### Met3 routing, run 1

Scale: 4 px per micron. Cells faint in the background.
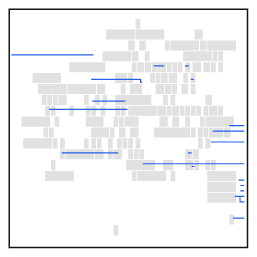
### Clock routing, run 1

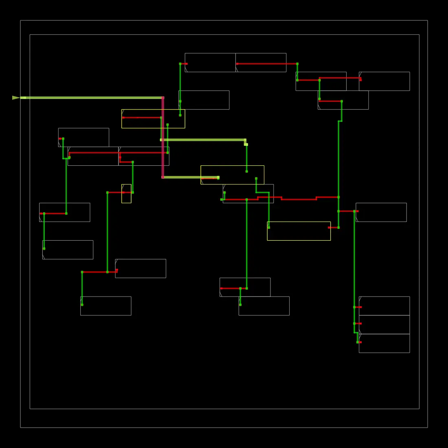
### Metal layers overlaid, run 1

Scale: 6 px per micron.
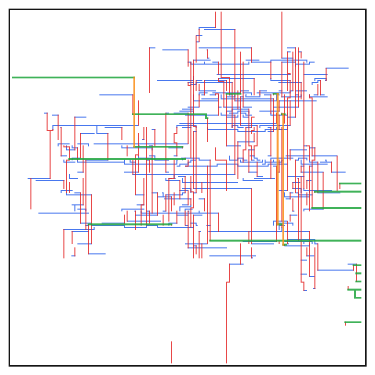
### Supply network, run 1

Scale: 6 px per micron. Pins as bars on the die edge. Tap cells in grey.
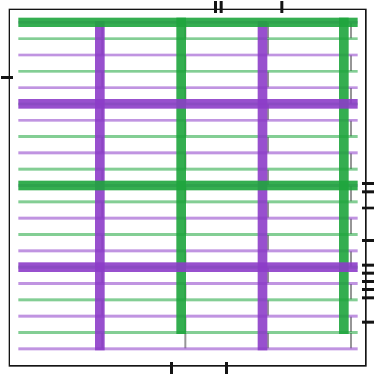
[src/rtl/ekf_pkg.sv]
// rtl/ekf_pkg.sv - shared types, sensor ids and default timing for the EKF update scheduler
package ekf_pkg;

   typedef enum logic [2:0] {
      S_IDLE,
      S_MEAS,
      S_CAPT,
      S_FUSE,
      S_DONE
   } state_t;

   localparam logic SRC_RAD = 1'b0;
   localparam logic SRC_IR  = 1'b1;

   localparam int DEF_MU_LAT  = 2;
   localparam int DEF_FUS_LAT = 3;
   localparam int DEF_TIMEOUT = 255;

   function automatic logic [7:0] sat_inc(input logic [7:0] v);
      return (v == 8'hFF) ? v : v + 8'd1;
   endfunction

endpackage

[src/rtl/ekf_rr_arb.sv]
// rtl/ekf_rr_arb.sv - 2-way round-robin arbiter; index 0 radar, 1 IR; pointer holds last grant
module ekf_rr_arb
   import ekf_pkg::*;
(
   input  logic       clk,
   input  logic       rst,
   input  logic [1:0] req,
   input  logic [1:0] elig,
   input  logic       en,
   output logic       gnt_valid,
   output logic       gnt_id
);

   logic       ptr;
   logic [1:0] cand;

   assign cand      = req & elig & {2{en}};
   assign gnt_valid = |cand;
   // on contention the sensor not granted last time wins
   assign gnt_id    = (&cand) ? ~ptr : cand[1];

   always_ff @(posedge clk) begin
      if (rst)
         ptr <= SRC_IR;
      else if (gnt_valid)
         ptr <= gnt_id;
   end

endmodule

[src/rtl/ekf_sched.sv]
// rtl/ekf_sched.sv - radar/IR EKF update scheduler over one shared measurement unit; single-sensor timeout under EKF_SCHED_TIMEOUT_EN
module ekf_sched
   import ekf_pkg::*;
#(
   parameter int MU_LAT  = DEF_MU_LAT,
   parameter int FUS_LAT = DEF_FUS_LAT,
   parameter int TIMEOUT = DEF_TIMEOUT
)
(
   input  logic clk,
   input  logic rst,
   input  logic rad_req,
   input  logic ir_req,
   output logic rad_ack,
   output logic ir_ack,
   output logic mu_en,
   output logic mu_sel,
   output logic cap_rad,
   output logic cap_ir,
   output logic fus_start,
   output logic fus_single,
   output logic fus_src,
   output logic out_valid,
   input  logic out_ready,
   output logic busy
);

   state_t     state;
   logic [7:0] lat_cnt;
   logic       rad_capd;
   logic       ir_capd;
   logic       gnt_valid;
   logic       gnt_id;
   logic       to_fire;

   ekf_rr_arb u_arb (
      .clk       (clk),
      .rst       (rst),
      .req       ({ir_req, rad_req}),
      .elig      ({~ir_capd, ~rad_capd}),
      .en        (state == S_IDLE),
      .gnt_valid (gnt_valid),
      .gnt_id    (gnt_id)
   );

   assign busy = (state != S_IDLE) | rad_capd | ir_capd;

`ifdef EKF_SCHED_TIMEOUT_EN
   logic [7:0] to_cnt;

   // idle cycles spent waiting for the missing sensor once the other is captured
   assign to_fire = (state == S_IDLE) && !gnt_valid && (rad_capd ^ ir_capd)
                    && (to_cnt >= 8'(TIMEOUT - 1));

   always_ff @(posedge clk) begin
      if (rst || gnt_valid || state == S_DONE)
         to_cnt <= '0;
      else if (state == S_IDLE && (rad_capd ^ ir_capd))
         to_cnt <= sat_inc(to_cnt);
   end

   always_ff @(posedge clk) begin
      if (rst) begin
         fus_single <= 1'b0;
         fus_src    <= 1'b0;
      end else if (to_fire) begin
         fus_single <= 1'b1;
         fus_src    <= ir_capd;
      end else if (state == S_DONE && out_ready) begin
         fus_single <= 1'b0;
         fus_src    <= 1'b0;
      end
   end
`else
   assign to_fire    = 1'b0;
   assign fus_single = 1'b0;
   assign fus_src    = 1'b0;
`endif

   always_ff @(posedge clk) begin
      if (rst) begin
         state     <= S_IDLE;
         lat_cnt   <= '0;
         rad_capd  <= 1'b0;
         ir_capd   <= 1'b0;
         mu_en     <= 1'b0;
         mu_sel    <= 1'b0;
         cap_rad   <= 1'b0;
         cap_ir    <= 1'b0;
         rad_ack   <= 1'b0;
         ir_ack    <= 1'b0;
         fus_start <= 1'b0;
         out_valid <= 1'b0;
      end else begin
         cap_rad   <= 1'b0;
         cap_ir    <= 1'b0;
         rad_ack   <= 1'b0;
         ir_ack    <= 1'b0;
         fus_start <= 1'b0;
         case (state)
            S_IDLE: begin
               if (gnt_valid) begin
                  state   <= S_MEAS;
                  mu_en   <= 1'b1;
                  mu_sel  <= gnt_id;
                  lat_cnt <= 8'd1;
               end else if (to_fire) begin
                  state     <= S_FUSE;
                  fus_start <= 1'b1;
                  lat_cnt   <= 8'd1;
               end
            end
            S_MEAS: begin
               if (lat_cnt >= 8'(MU_LAT)) begin
                  state <= S_CAPT;
                  mu_en <= 1'b0;
                  if (mu_sel == SRC_IR) begin
                     cap_ir  <= 1'b1;
                     ir_ack  <= 1'b1;
                     ir_capd <= 1'b1;
                  end else begin
                     cap_rad  <= 1'b1;
                     rad_ack  <= 1'b1;
                     rad_capd <= 1'b1;
                  end
               end else begin
                  lat_cnt <= sat_inc(lat_cnt);
               end
            end
            S_CAPT: begin
               if (rad_capd && ir_capd) begin
                  state     <= S_FUSE;
                  fus_start <= 1'b1;
                  lat_cnt   <= 8'd1;
               end else begin
                  state <= S_IDLE;
               end
            end
            S_FUSE: begin
               if (lat_cnt >= 8'(FUS_LAT)) begin
                  state     <= S_DONE;
                  out_valid <= 1'b1;
               end else begin
                  lat_cnt <= sat_inc(lat_cnt);
               end
            end
            S_DONE: begin
               if (out_ready) begin
                  state     <= S_IDLE;
                  out_valid <= 1'b0;
                  rad_capd  <= 1'b0;
                  ir_capd   <= 1'b0;
               end
            end
            default: state <= S_IDLE;
         endcase
      end
   end

endmodule
[config.mk]
export PLATFORM = sky130hd
export DESIGN_NAME = ekf_sched
export DESIGN_NICKNAME = d
export VERILOG_FILES = /design/src/rtl/ekf_pkg.sv /design/src/rtl/ekf_rr_arb.sv /design/src/rtl/ekf_sched.sv
export SDC_FILE = /design/constraint.sdc
export NUM_CORES = 1
export LEC_CHECK = 0
export ABC_AREA = 1
export CAP_MARGIN = 20
export CORE_UTILIZATION = 30
export CTS_BUF_LIST = sky130_fd_sc_hd__clkbuf_16
export DETAILED_ROUTE_END_ITERATION = 8
export DONT_BUFFER_PORTS = 1
export PLACE_DENSITY = 0.52
export SLEW_MARGIN = 20
export SYNTH_ARGS = -nofsm -noshare
export SYNTH_HDL_FRONTEND = slang
export SYNTH_HIERARCHICAL = 1
export SYNTH_SLANG_ARGS = --single-unit
[constraint.sdc]
create_clock -name clk -period 3.2 [get_ports clk]
set_input_delay 0.32 -clock clk [delete_from_list [all_inputs] [get_ports clk]]
set_output_delay 0.32 -clock clk [all_outputs]
set_load 0.03 [all_outputs]
==> results.ini, run 1 <==
[synth]
yosys.area.top_type = dfxtp_1
yosys.area_share.aoi = 0.0765
synthCells = 142
ys_chip_area_sq_um = 981
synth_cell_types = 21
synth_warnings = 6
synthXorXnorAreaFrac = 0
ys_seq_frac = 0.408
edf_count = 0
synthTopCellsByCount = nand2_1, nor2_1, inv_1
synth-async-reset-ratio = 0

[critical_path]
startpoint = state[0]
cpMaxStageDelayCell = dfxtp_1
r2r_setup_slack_ps = 1510
path_cells = inv_1 -> nand3_1 -> inv_1 -> nand3_2 -> nand2_1 -> o21ai_1 -> nor2_2 -> nand3_2 -> nor2_1 -> nor2_1
worstPathArrival_ps = 1830
slowest_delay_ps = 310
worst-path-stages = 10
crit_fanout = 11
cp.required_ps = 3340
crit_end = lat_cnt[0]
endpoint_kind = register
worstSetupStartpointType = register
timing.critical_path.buf_inv = 2

[layout]
ff_count = 20
largest-register = lat_cnt
diodes = 0
largest_reg_flops = 8
signal_buffers = 0
largest_class = combinational gates
drive_gt1_frac = 0.113
design_area_sq_um = 1070
flop_area_sq_um = 400
layout.nets = 149
fin_util = 0.349
syn_to_final_growth_pct = 9.44
lay_top_count = nand2_1
nNonClkInverters = 23
seq_area_frac = 0.373
comb_cells = 94
largest_registers = lat_cnt: 8 flops, state: 3 flops
buf_share = 0
final_cells = 185
combGateArea_sq_um = 453

[cts]
holdBufCountCts = 0
clock_latency_ps = 250
root_buffer = clkbuf_16
clockBufferDepth = 2
cts-resized-gates = 0
clk_pin_slew_ps = 60
h-tree-depth = 1

[power_and_ir_drop]
maxPowerGroup = combinational cells
clkPwrFrac = 0.242
seqPwrFrac = 0.365
combPwrFrac = 0.393
p_leak_uw = 0.000512
powerDensity_nw_per_um2 = 981
swShare = 0.430

[detailed_routing]
drt-met1-wl_microns = 771
drt_iter0_markers = 32
highest_layer = met4

[final_timing]
worst_slew_pin_slew_ps = 564
slew_violations = 0
worst_slew_margin_rel = 0.623
setup_viol = 0
fin_tns_setup_ps = 0

[status]
status = complete, no violations

[global_routing]
antenna_found_initial = 0
overflow = 0
top_usage_layer = met2

[hold_path]
min_from = rst
min_to = state[2]

[die]
fp_util = 0.319
ios = 16

[place]
port_buffers = 0

About 'Met3 routing':
The layer holds 7.3% of the routed length. The longest straight run is 25.1 microns. The layer carries 132 microns of wire.
total number of vias: 834
met3 Usage GRT: 0.0437
routed wire length: 1.81 mm

About 'Clock routing':
total clock buffers created by CTS: 3
clk pwr: 255 uW
number of clock buffers in the layout: 3

About 'Metal layers overlaid':
Key: blue = met1 [wire length 772 microns]; green = met3 [wire length 132 microns]; red = met2 [wire length 851 microns]; orange = met4 [wire length 55.1 microns]
WL per Instance: 9.78 microns
Total Routing Usage GR: 0.111

About 'Supply network':
Key: purple = VSS; green = VDD
The core has 20 rows. 4 straps on met5. 44 tap cells.
core area: 3080 sq um
width of the die: 59.2 microns
Die Y: 59.2 microns

### Metal 2, run 1

Scale: 4 px per micron.
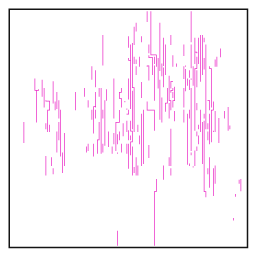

## Run 2: what changed since run 1
==> constraint.sdc (replaced) <==
create_clock -name clk -period 1.7 [get_ports clk]
set_input_delay 0.17 -clock clk [delete_from_list [all_inputs] [get_ports clk]]
set_output_delay 0.17 -clock clk [all_outputs]
set_load 0.03 [all_outputs]
### Metal 2, run 2

Scale: 4 px per micron.
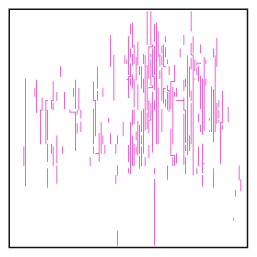
The layer carries 1,020 microns of wire. The longest straight run is 30.3 microns. 125 nets have wire on it. The wires run mostly vertical.
total number of vias: 878
GRT met2 Usage: 0.197

### Metal layers overlaid, run 2

Scale: 6 px per micron.
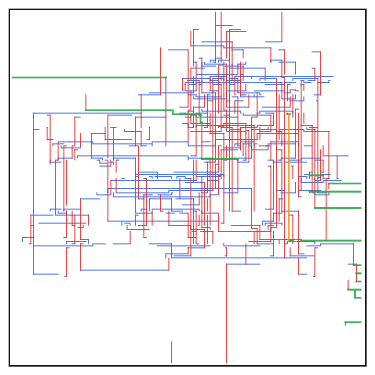
Key: blue = met1 [wire length 949 microns]; green = met3 [wire length 96.8 microns]; red = met2 [wire length 1,020 microns]; orange = met4 [wire length 21.1 microns]
Total Routing Usage GR: 0.116
routed wire length: 2.09 mm
WL per Instance: 10.7 microns

==> run 2 against run 1 <==
Effect of this change:
- largest cell class unchanged
- utilization grew 3.3 points
- count of clock-buffer cells in the layout unchanged
- power is 110% higher
- via count up 5.3%
- cell count grew 4.9%
- die area stayed put
- largest power group unchanged
- sequential cell count did not move
- clock skew decreased by 3.2 ps
==> results.ini, run 2 <==
[status]
status = complete, no violations

[cts]
root_buffer = clkbuf_16
clockBufferDepth = 2  ; unchanged
holdBufCountCts = 1  ; +1
clock_latency_ps = 250  ; about the same

[final_timing]
worst_slew_pin_slew_ps = 564  ; -0.224 ps
setup_viol = 0  ; unchanged
slew_violations = 0  ; unchanged
fin_tns_setup_ps = 0  ; unchanged
worst_slew_margin_rel = 0.623  ; about the same

[hold_path]
min_to = u_arb/ptr

[critical_path]
worstPathArrival_ps = 1790  ; -40 ps
cpMaxStageDelayCell = dfxtp_2
cp.required_ps = 1880  ; -1460 ps
worstSetupStartpointType = register
startpoint = state[1]
path_cells = inv_2 -> nand3_4 -> inv_4 -> nand3_2 -> nand2_2 -> o21ai_1 -> nor2_2 -> nand3_4 -> nand2_2 -> nand2_1 -> nor2_1
r2r_setup_slack_ps = 90  ; -1420 ps
endpoint_kind = register

[layout]
largest_class = combinational gates
final_cells = 194  ; +4.9%
layout.nets = 159  ; +6.7%
drive_gt1_frac = 0.200  ; +0.0865
lay_top_count = nand2_1
signal_buffers = 9  ; +9
largest_registers = lat_cnt: 8 flops, state: 3 flops
seq_area_frac = 0.341  ; -0.0315
design_area_sq_um = 1180  ; +9.6%
largest-register = lat_cnt
nNonClkInverters = 23  ; unchanged

[detailed_routing]
highest_layer = met4
drt_iter0_markers = 27  ; -16%

[synth]
edf_count = 0  ; unchanged
synth_cell_types = 21  ; unchanged
ys_chip_area_sq_um = 981  ; unchanged
yosys.area.top_type = dfxtp_1
synth-async-reset-ratio = 0  ; unchanged
yosys.area_share.aoi = 0.0765  ; unchanged
synthTopCellsByCount = nand2_1, nor2_1, inv_1
synthCells = 142  ; unchanged

[place]
port_buffers = 0  ; unchanged

[global_routing]
antenna_found_initial = 0  ; unchanged
top_usage_layer = met2
overflow = 0  ; unchanged

[power_and_ir_drop]
swShare = 0.426  ; -0.00441

Power is estimated from default activity; no workload was simulated.
